Design sdram0_read_arbiter_flat, sky130hd; sources not shown.
### Layout detail, run 1

The bar under the picture is 10 um long. Region (37, 14) to (77, 54) um. Cells in grey, sequential cells in the stronger grey; small squares are vias.
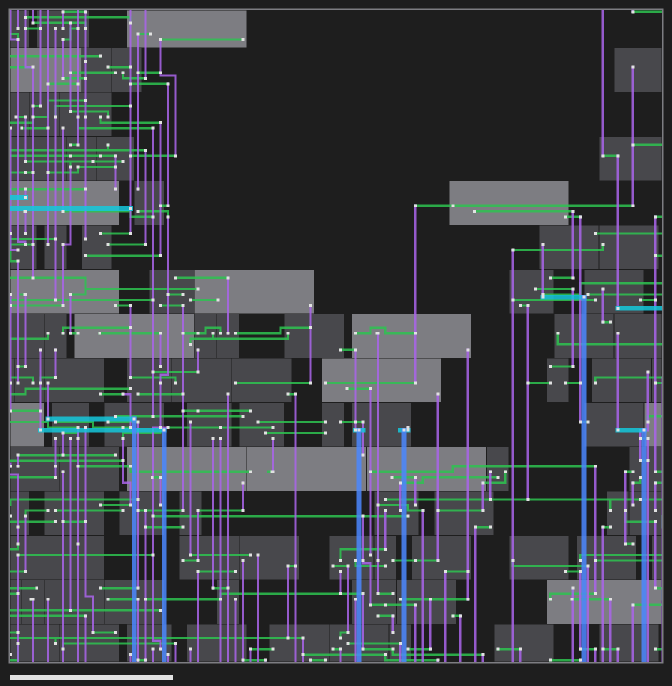
[green] metal 1
[purple] metal 2
[cyan] metal 3
[blue] metal 4
most frequent: clkdlybuf4s50_1 (26), dfxtp_1 (13)
sequential cells in the window: 13
cells with their middle in the window: 87

### Met2 routing, run 1

The bar under the picture is 20 um long.
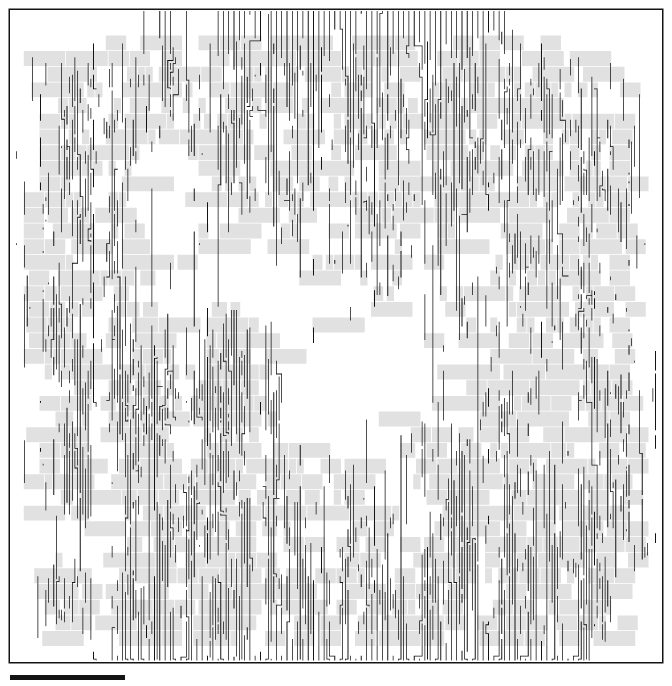
nets with wire on the layer: 772
share of all routed wire: 52%
final wirelength: 14.6 mm
Vias: 4,730
met2 Usage GRT: 40.1%

### Cell sizes after repair, run 1

The bar under the picture is 20 um long.
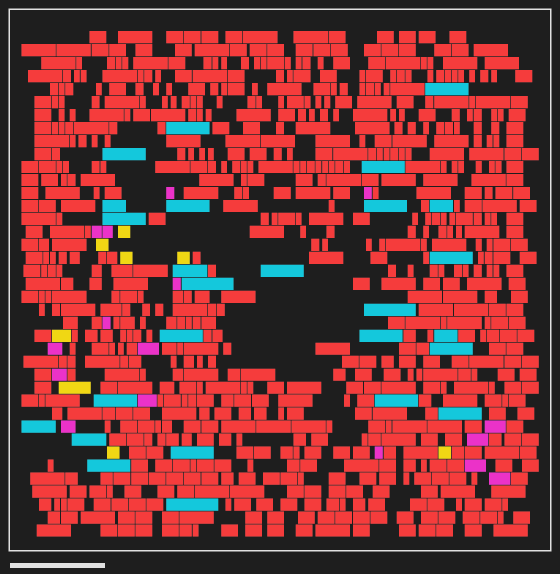
[cyan] _6 and larger | cells: 26 | share: 3.4%
[red] _0 and _1 cells | cells: 723 | share: 94%
[magenta] _2 cells | cells: 16 | share: 2.1%
[yellow] _3 and _4 cells | cells: 8 | share: 1.0%
Layout area overhead: 59.6%
bufs w/o clock: 228

==> impl_metrics.toml, run 1 <==
# yosys + openroad results
[global_routing]
grt_max_degree = 80
grt_overflow = 0
grt_use_total_pct = 22.5
grt_pass1_wl_mm = 23.1

[detailed_routing]
wl_per_cell_um = 16.0
routed_via_density = 5.16
ant_nets = 0
drc = 13

[finish]
layout-drive-gt1-share_pct = 6.47
inverters = 8
fin_util_pct = 66.0
clock_area_share_pct = 7.88
sh_seq_area_pct = 31.1

[power]
p_clk_share_pct = 42.1
powerClk_mw = 2.19
p_sw_mw = 1.50
combPwrFrac_pct = 22.0
p_total_mw = 5.22
swShare_pct = 28.8
largestPowerGroup = "clock"

[logic_synthesis]
ys_top_logic_family = "AND-OR/OR-AND gates"
yosys.area_share.adder_pct = 0.525
edf_count = 0
ys_sh_xor_pct = 0
synth_warnings = 0
simple_gate_area_share_pct = 17.8
async_reset_ff_share_pct = 0
top_cell = "nand2_1"
ys_types = 41

[critical_path]
cp_slowest_cell = "clkdlybuf4s50_1"
worstSetupPathType = "register to primary output"
max_stage_delay_ps = 710
worstPathRequired_ps = 2380
reg2reg_depth = 5

[outcome]
violations = "design-rule violations"
status = "finished with violations"

[clocking]
cts_buffers = 17
clk_pin_slew_ps = 50

[job]
drv_cap = 0

[floorplanning]
dieArea_um2 = 12800
die_x_um = 113
die_y_um = 113
rows = 39

[placement]
dp_slack_ps = 390
place.gp.congestion = 0.837

[sta]
grt_setup_unrepaired = "no"
relSlewSlack_pct = 56.2
fin_worst_skew_ps = 4.71
run 1: layout by cell type, fill, tap and decap left out, types with 4 or more instances in the layout:
cell	instances
a211o_1	4
a211oi_1	35
a211oi_2	4
a21oi_1	76
buf_4	4
clkbuf_16	17
clkdlybuf4s50_1	221
clkinv_2	5
dfxtp_1	118
inv_1	7
mux2i_1	36
nand2_1	136
nand2b_1	4
nor2_1	50
nor3_1	6
o21ai_0	6
run 1: routing by layer:
metal	vias up	global-route usage (%)	part of all wire, %
met4	0	10.8	3.2
li1	2309	-	-
met1	2244	25.1	39
met2	140	40.1	52
met5	-	0	0
met3	37	5.68	5.2
run 1: worst min-delay path: stages (launching register included):
cell and delay (ps):
dfxtp_1 300, nand2_1 50, a21oi_1 50
### Met1 routing, run 1

The bar under the picture is 20 um long. Supply wires on this layer in grey.
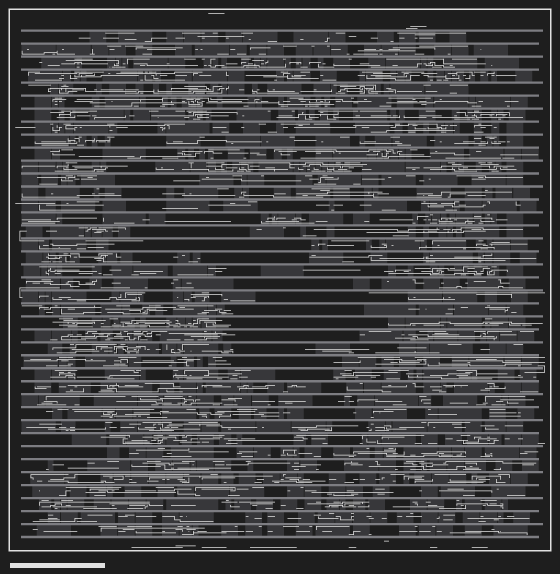

--- run 2 (diff from run 1) ---
CORE_MARGIN = 8   (was 2)
CORE_UTILIZATION = 37   (was 40)
PLACE_DENSITY = 0.76   (was 0.78)
clock period = 2.2 ns   (was 2.8 ns; I/O delays follow)
### Met1 routing, run 2

The bar under the picture is 50 um long. Supply wires on this layer in grey.
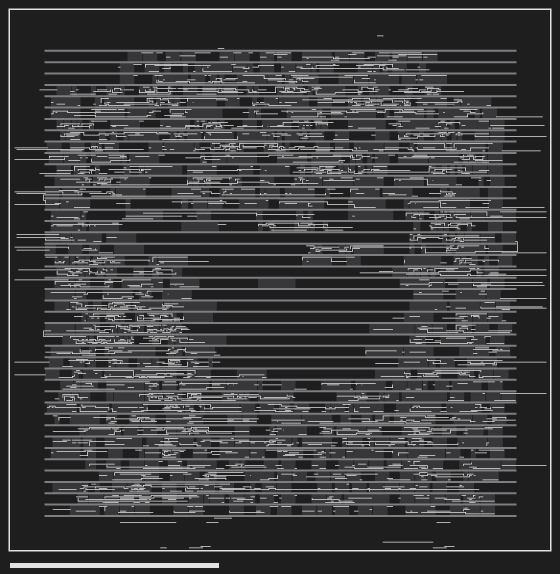
longest straight run: 48.8 um
share of all routed wire: 38%
main direction: horizontal
met1 usage: 19.1%
final wirelength: 16.1 mm
Vias: 4,701

### Layout detail, run 2

The bar under the picture is 10 um long. Region (45, 19) to (85, 59) um. Cells in grey, sequential cells in the stronger grey; small squares are vias.
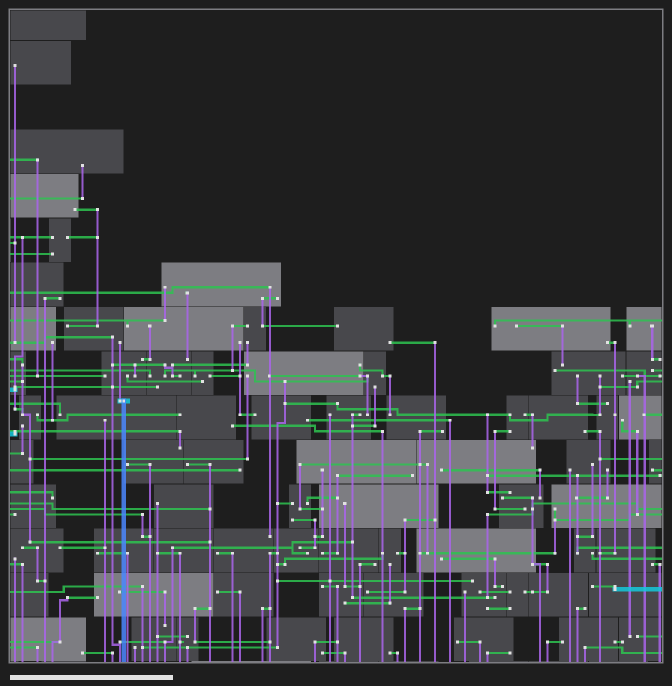
[purple] metal 2
[blue] metal 4
[green] metal 1
[cyan] metal 3
sequential cells in the window: 12
most frequent: clkdlybuf4s50_1 (23), nor2_1 (12), dfxtp_1 (12)
cells with their middle in the window: 64

### Cell sizes after repair, run 2

The bar under the picture is 50 um long.
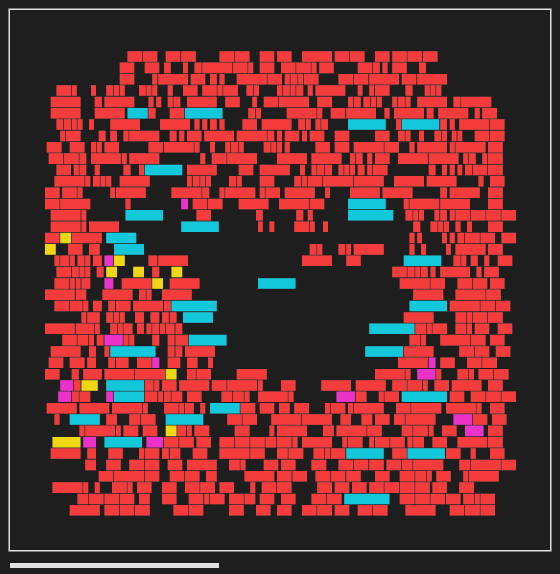
[yellow] _3 and _4 cells | cells: 11 | share: 1.4%
[red] _0 and _1 cells | cells: 721 | share: 93%
[cyan] _6 and larger | cells: 30 | share: 3.9%
[magenta] _2 cells | cells: 15 | share: 1.9%
setup slack after layout: 186 ps
Layout area overhead: 62.9%
bufs w/o clock: 233
Final Instance Area: 7760 um^2

==> run 2 against run 1 <==
The flow now finishes without violations. Critical path depth unchanged. Cell count increased by 3.6%. Sequential share of layout area decreased by 0.63 points. Via count decreased by 0.61%. Critical path type unchanged. Design area increased by 2.1%. Hold slack got worse by 0.93 ps.
==> impl_metrics.toml, run 2 <==
# yosys + openroad results
[outcome]
status = "finished, final reports clean"

[placement]
place.gp.congestion = 0.848

[job]
drv_cap = 0

[global_routing]
grt_max_degree = 66
grtUsageMet3_pct = 4.40
grt_use_total_pct = 18.6

[finish]
layout-drive-gt1-share_pct = 7.21
clock_area_share_pct = 8.37
fin_util_pct = 61.5

[floorplanning]
die_x_um = 129
die_y_um = 129
rows = 41

[detailed_routing]
routed_via_density = 4.95
ant_nets = 0

[power]
swShare_pct = 27.6
largestPowerGroup = "clock"

[sta]
grt_setup_unrepaired = "no"
fin_worst_skew_ps = 6.38

[logic_synthesis]
synth_warnings = 0

[critical_path]
reg2reg_depth = 4

[clocking]
clk_pin_slew_ps = 60
-- run 2: cell counts after synthesis --
No cell type changed its count.
-- run 2: cell families (layout without fill, tap and decap cells) --
group | Yosys count | count (layout) | share of synthesized area, %
AOI/OAI and AO/OA | 139 | 139 | 18.5
adders and majority gates | 2 | 2 | 0.525
buffers and inverters | 49 | 271 | 5.78
DFF | 118 | 118 | 49.6
muxes | 37 | 37 | 7.80
and+or+nand+nor | 210 | 210 | 17.8
-- run 2: metal layers --
| metal | wire length (um) | part of all wire (%) |
|---|---|---|
| met5 | 0 | 0 |
| met4 | 431 | 2.7 |
| met3 | 902 | 5.6 |
| met2 | 8610 | 54 |
| met1 | 6130 | 38 |
-- run 2: critical path, stage by stage, from the launching register on --
cell and delay, ps:
dfxtp_1 470, inv_1 100, nor3_1 400, nand2b_1 110
buf_4 200
